Fig. 1: run 1, signal wires on met1
Bar = 20 um. Cells faint in the background.
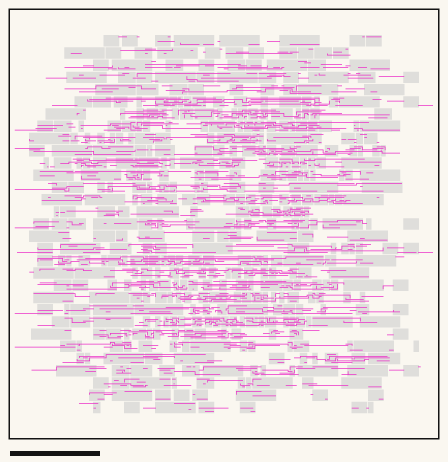
Fig. 2: run 1, the metal 2 layer
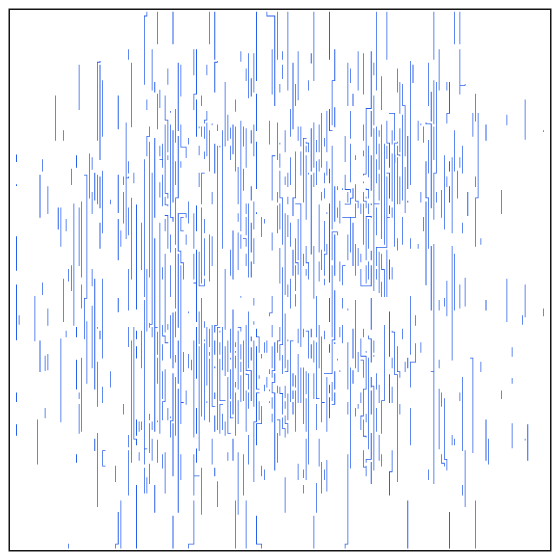
Fig. 3: run 1, metal 3
Bar = 20 um.
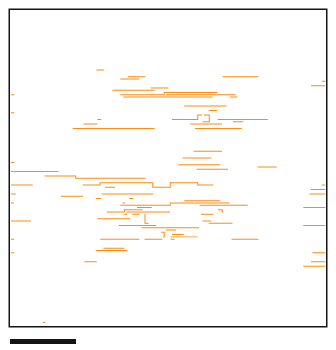
<file path="src/rtl/pixel_position_counter.sv">
`default_nettype none
// ============================================================================
//  Module   : pixel_position_counter
//  Purpose  : Tracks the (x, y) coordinate of every accepted pixel of a camera
//             frame. Honours start-of-line / start-of-frame qualifiers, pulses
//             on line and frame ends, and flags when a census window of radius
//             WIN_RADIUS ending at the current pixel is fully available,
//             reporting that window's centre coordinate.
//  Revision : 1.0 - initial parametrised two-axis release
// ----------------------------------------------------------------------------
//  Ports
//    pixelclock   in   1        pixel clock, rising-edge active
//    reset        in   1        asynchronous, active-high reset
//    pixel_valid  in   1        a pixel is presented this cycle
//    line_sync    in   1        presented pixel is first of a line
//    frame_sync   in   1        presented pixel is first of a frame (wins)
//    x            out  X_WIDTH  column of last accepted pixel
//    y            out  Y_WIDTH  row of last accepted pixel
//    pix_strobe   out  1        pulse: x/y updated
//    line_end     out  1        pulse: last accepted pixel ended a line
//    frame_end    out  1        pulse: last accepted pixel ended the frame
//    window_valid out  1        pulse: last accepted pixel completes a window
//    center_x     out  X_WIDTH  window centre column (held between windows)
//    center_y     out  Y_WIDTH  window centre row (held between windows)
//    overrun      out  1        sticky: frame ran past FRAME_LINES
// ============================================================================
module pixel_position_counter #(
  parameter int X_WIDTH     = 10,
  parameter int Y_WIDTH     = 10,
  parameter int LINE_PIXELS = 640,
  parameter int FRAME_LINES = 480,
  parameter int WIN_RADIUS  = 3,
  parameter int AUTO_WRAP   = 1
) (
  input  logic               pixelclock,
  input  logic               reset,
  input  logic               pixel_valid,
  input  logic               line_sync,
  input  logic               frame_sync,
  output logic [X_WIDTH-1:0] x,
  output logic [Y_WIDTH-1:0] y,
  output logic               pix_strobe,
  output logic               line_end,
  output logic               frame_end,
  output logic               window_valid,
  output logic [X_WIDTH-1:0] center_x,
  output logic [Y_WIDTH-1:0] center_y,
  output logic               overrun
);

  localparam logic [X_WIDTH-1:0] C_LAST_X    = X_WIDTH'(LINE_PIXELS - 1);
  localparam logic [Y_WIDTH-1:0] C_LAST_Y    = Y_WIDTH'(FRAME_LINES - 1);
  // One bit wider than y: the pending row may legitimately equal FRAME_LINES,
  // which can be 2^Y_WIDTH.
  localparam logic [Y_WIDTH:0]   C_ROW_LIMIT = (Y_WIDTH + 1)'(FRAME_LINES);
  localparam logic [X_WIDTH-1:0] C_SPAN_X    = X_WIDTH'(2 * WIN_RADIUS);
  localparam logic [Y_WIDTH-1:0] C_SPAN_Y    = Y_WIDTH'(2 * WIN_RADIUS);
  localparam logic [X_WIDTH-1:0] C_RAD_X     = X_WIDTH'(WIN_RADIUS);
  localparam logic [Y_WIDTH-1:0] C_RAD_Y     = Y_WIDTH'(WIN_RADIUS);

  // Coordinate the next plain (unqualified) pixel will receive.
  logic [X_WIDTH-1:0] r_nx;
  logic [Y_WIDTH:0]   r_ny;

  logic [X_WIDTH-1:0] w_cx;
  logic [Y_WIDTH:0]   w_row_raw;
  logic               w_row_ovf;
  logic [Y_WIDTH-1:0] w_cy;
  logic               w_ovr_set;
  logic               w_line_last;
  logic               w_frame_last;
  logic               w_win_full;
  logic [X_WIDTH-1:0] w_nx_next;
  logic [Y_WIDTH:0]   w_ny_next;
  logic               w_overrun_next;

  // Coordinate of the presented pixel before the row-overflow rule.
  always_comb begin
    w_cx      = r_nx;
    w_row_raw = r_ny;
    if (frame_sync) begin
      w_cx      = '0;
      w_row_raw = '0;
    end else if (line_sync) begin
      w_cx = '0;
      // A line_sync landing exactly on a line boundary must not skip a row.
      w_row_raw = (r_nx == '0) ? r_ny : r_ny + 1'b1;
    end
  end

  assign w_row_ovf = (w_row_raw == C_ROW_LIMIT);

  generate
    if (AUTO_WRAP != 0) begin : g_wrap
      assign w_cy      = w_row_ovf ? '0 : w_row_raw[Y_WIDTH-1:0];
      assign w_ovr_set = 1'b0;
    end else begin : g_saturate
      assign w_cy      = w_row_ovf ? C_LAST_Y : w_row_raw[Y_WIDTH-1:0];
      assign w_ovr_set = w_row_ovf;
    end
  endgenerate

  assign w_line_last  = (w_cx == C_LAST_X);
  assign w_frame_last = w_line_last && (w_cy == C_LAST_Y);
  assign w_win_full   = (w_cx >= C_SPAN_X) && (w_cy >= C_SPAN_Y);

  // After the last column the row advances; overflow is resolved only when
  // that pending row is consumed by the next pixel.
  always_comb begin
    w_nx_next = w_cx + 1'b1;
    w_ny_next = {1'b0, w_cy};
    if (w_line_last) begin
      w_nx_next = '0;
      w_ny_next = {1'b0, w_cy} + 1'b1;
    end
  end

  // A frame_sync pixel clears the sticky flag on its own output update.
  assign w_overrun_next = frame_sync ? 1'b0 : (overrun | w_ovr_set);

  always_ff @(posedge pixelclock or posedge reset) begin
    if (reset) begin
      r_nx         <= '0;
      r_ny         <= '0;
      x            <= '0;
      y            <= '0;
      pix_strobe   <= 1'b0;
      line_end     <= 1'b0;
      frame_end    <= 1'b0;
      window_valid <= 1'b0;
      center_x     <= '0;
      center_y     <= '0;
      overrun      <= 1'b0;
    end else begin
      pix_strobe   <= pixel_valid;
      line_end     <= pixel_valid && w_line_last;
      frame_end    <= pixel_valid && w_frame_last;
      window_valid <= pixel_valid && w_win_full;
      if (pixel_valid) begin
        r_nx    <= w_nx_next;
        r_ny    <= w_ny_next;
        x       <= w_cx;
        y       <= w_cy;
        overrun <= w_overrun_next;
        if (w_win_full) begin
          center_x <= w_cx - C_RAD_X;
          center_y <= w_cy - C_RAD_Y;
        end
      end
    end
  end

endmodule
`default_nettype wire

</file>
<file path="config.mk">
export PLATFORM = sky130hd
export DESIGN_NAME = pixel_position_counter
export DESIGN_NICKNAME = d
export VERILOG_FILES = /design/src/rtl/pixel_position_counter.sv
export SDC_FILE = /design/constraint.sdc
export NUM_CORES = 1
export LEC_CHECK = 0
export CAP_MARGIN = 20
export CORE_MARGIN = 4
export CORE_UTILIZATION = 50
export DETAILED_ROUTE_END_ITERATION = 7
export MAX_ROUTING_LAYER = met4
export PLACE_DENSITY = 0.71
export REMOVE_ABC_BUFFERS = 1
export SLEW_MARGIN = 5
export SYNTH_ARGS = -nofsm -noshare
export SYNTH_HDL_FRONTEND = slang
export SYNTH_SLANG_ARGS = --single-unit
</file>
<file path="constraint.sdc">
create_clock -name pixelclock -period 4 [get_ports pixelclock]
set_input_delay 0.4 -clock pixelclock [delete_from_list [all_inputs] [get_ports pixelclock]]
set_output_delay 0.4 -clock pixelclock [all_outputs]
set_load 0.03 [all_outputs]
</file>
==> impl_metrics.env, run 1 <==
# source this file to load flow results
export IMPL_drc=0
export IMPL_power_density_nw_per_um2=410
export IMPL_path_buffers=2
export IMPL_holdBufCountCts=0
export IMPL_num_rows=31
export IMPL_fin_skew_ns=0.0147
export IMPL_synth_distinct_cells=59
export IMPL_dp_cells=543
export IMPL_nNetsFinal=467
export IMPL_ys_sh_aoi_pct=16.9
export IMPL_outcome="finished, final reports clean"
export IMPL_setup_tns_ns=0
export IMPL_powerSeq_mw=0.775
export IMPL_vias_per_cell=5.93
export IMPL_synth_area_um2=3800
export IMPL_path_class="reg2reg"
export IMPL_clock_latency_late_pin_ns=0.35
export IMPL_clock_fmax_ghz=0.264
export IMPL_finish_utilization_pct=64.0
export IMPL_worst_pin_slew_ns=0.608
export IMPL_cap_violations=0
export IMPL_ant_nets=0
export IMPL_antenna_found_initial=0
export IMPL_yosys_stat_area_um2=3800
export IMPL_drt_wl_total_um=9510
export IMPL_grt_overflow=0
-- Fig. 1 (at the start) --
main direction: horizontal
nets with wire on the layer: 435
longest straight run: 24.4 um
share of all routed wire: 46%
wire length on this layer: 4,360 um

-- Fig. 2 (at the start) --
longest straight run: 42.2 um
wire length on this layer: 4,390 um
share of all routed wire: 46%
nets with wire on the layer: 415
main direction: vertical

-- Fig. 3 (at the start) --
main direction: horizontal
nets with wire on the layer: 66
share of all routed wire: 6.7%
longest straight run: 26.7 um
wire length on this layer: 641 um

Fig. 4: run 1, clock routing
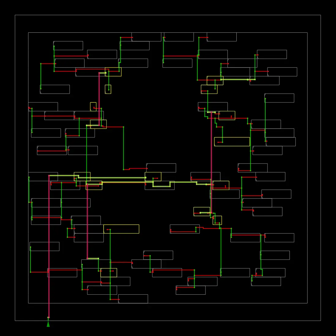

==> inputs of run 2 (changes only) <==
- ABC_CLOCK_PERIOD_IN_PS: unset -> 4000
- CTS_BUF_LIST: unset -> sky130_fd_sc_hd__clkbuf_2
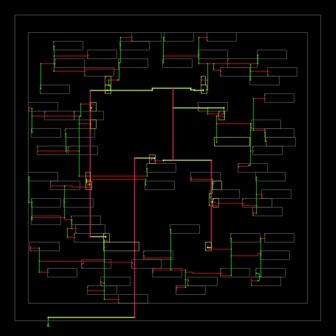
Fig. 5. Clock routing (run 2).
CLK BUF: 9
clock skew: 0.0352 ns
Sink Count: 65
seq_cells: 65

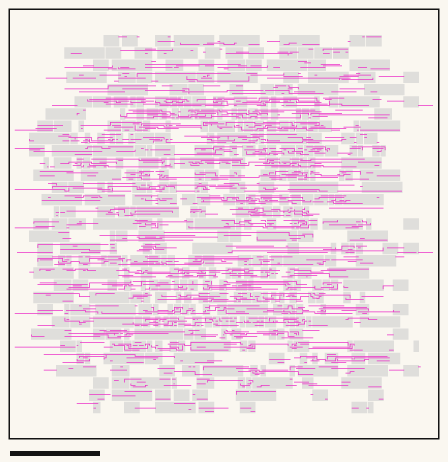
Fig. 6. Signal wires on met1 (run 2).
Bar = 20 um. Cells faint in the background.
wire length on this layer: 4,350 um
share of all routed wire: 47%
nets with wire on the layer: 435
longest straight run: 33.6 um

==> run 2 against run 1 <==
Compared with the run above:
- via count fell by 1.1%
- utilization fell by 1.3 points
- setup slack improved by 0.070 ns
- critical path depth fell by 1
- sequential power barely moved
- clock power fell by 31%
- worst hold slack got worse by 0.21 ns
- fmax rose by 1.9%
- synthesized area did not move
- register-to-register slack improved by 0.07 ns
==> impl_metrics.env, run 2 <==
# source this file to load flow results
export IMPL_top_cell_area_share_pct=42.7
export IMPL_synth_distinct_cells=59
export IMPL_drc=0
export IMPL_antenna_found_initial=0
export IMPL_ys_sh_aoi_pct=16.9
export IMPL_outcome="finished, final reports clean"
export IMPL_finalHoldViolations=0
export IMPL_cts_max_level=3
export IMPL_p_seq_share_pct=45.0
export IMPL_powerSeq_mw=0.775
export IMPL_clock_area_share_pct=2.83
export IMPL_worst_pin_slew_ns=0.618
export IMPL_nNetsFinal=467
export IMPL_synth_area_um2=3800
export IMPL_cap_violations=0
export IMPL_path_class="reg2reg"
export IMPL_ant_nets=0
export IMPL_dp_cells=543
export IMPL_yosys_stat_area_um2=3800
export IMPL_vias_per_cell=5.87
export IMPL_num_rows=31
export IMPL_setup_tns_ns=0
export IMPL_power_density_nw_per_um2=375
export IMPL_top_usage_layer="met1"
export IMPL_grt_overflow=0
export IMPL_drtIter0Drc=317
export IMPL_clock_latency_late_pin_ns=0.53
export IMPL_finish_utilization_pct=62.8
export IMPL_drt_wl_total_um=9350
export IMPL_cts_resized=0
export IMPL_holdBufCountCts=0
Fig. 7: run 2, metal 3
Bar = 20 um.
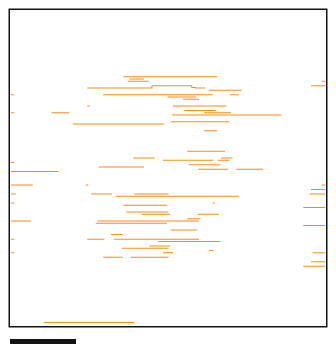

==> inputs of run 3 (changes only) <==
--- a/config.mk
+++ b/config.mk
@@ -8,3 +8,2 @@
 export ABC_CLOCK_PERIOD_IN_PS = 4000
-export CAP_MARGIN = 20
 export CORE_MARGIN = 4
@@ -20 +19,2 @@
 export SYNTH_SLANG_ARGS = --single-unit
+export TNS_END_PERCENT = 1
--- a/constraint.sdc
+++ b/constraint.sdc
@@ -3,2 +3,2 @@
 set_output_delay 0.4 -clock pixelclock [all_outputs]
-set_load 0.03 [all_outputs]
+set_load 0.05 [all_outputs]
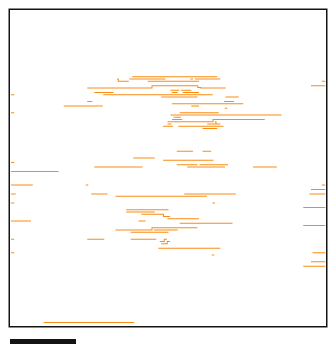
Fig. 8. Metal 3 (run 3).
Bar = 20 um.
wire length on this layer: 668 um
nets with wire on the layer: 63
share of all routed wire: 7.1%
main direction: horizontal

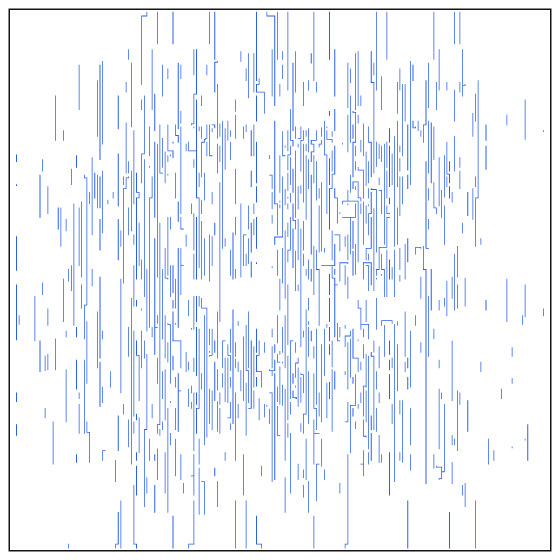
Fig. 9. The metal 2 layer (run 3).
longest straight run: 37.7 um
nets with wire on the layer: 411
main direction: vertical

==> run 3 against run 2 <==
Compared with the run above:
- critical endpoint unchanged
- utilization down 0.27 points
- die area unchanged
- flip-flop count unchanged
- combinational power up 16%
- register-to-register slack worse by 0.02 ns
- fmax down 0.46%
- largest cell class unchanged
==> impl_metrics.env, run 3 <==
# source this file to load flow results
export IMPL_outcome="finished, final reports clean"
export IMPL_dp_cells=543
export IMPL_signal_buffers=72
export IMPL_finalHoldViolations=0
export IMPL_cts_resized=0
export IMPL_power_density_nw_per_um2=394
export IMPL_vias_per_cell=5.89
export IMPL_top_cell_area_share_pct=42.7
export IMPL_seq_cell_count=65
export IMPL_top_usage_layer="met1"
export IMPL_num_rows=31
export IMPL_ys_sh_aoi_pct=16.9
export IMPL_clock_latency_late_pin_ns=0.53
export IMPL_cts_max_level=3
export IMPL_clkbuf_count=9
export IMPL_fin_skew_ns=0.0323
export IMPL_yosys_stat_area_um2=3800
export IMPL_gr_usage_met2_pct=33.1
export IMPL_worst_pin_slew_ns=1.02
export IMPL_p_int_mw=1.12
export IMPL_clock_fmax_ghz=0.268
export IMPL_antenna_found_initial=0
export IMPL_powerSeq_mw=0.775
export IMPL_ant_nets=0
export IMPL_clock_area_share_pct=2.84
export IMPL_grt_overflow=0
export IMPL_synth_area_um2=3800
export IMPL_drt_wl_total_um=9460
export IMPL_drc=0
export IMPL_p_seq_share_pct=43.0
export IMPL_synth_distinct_cells=59
export IMPL_finish_utilization_pct=62.5
export IMPL_path_buffers=2
export IMPL_drtIter0Drc=298
export IMPL_ys_cells=400
export IMPL_cap_violations=0
Power is estimated from default activity; no workload was simulated.
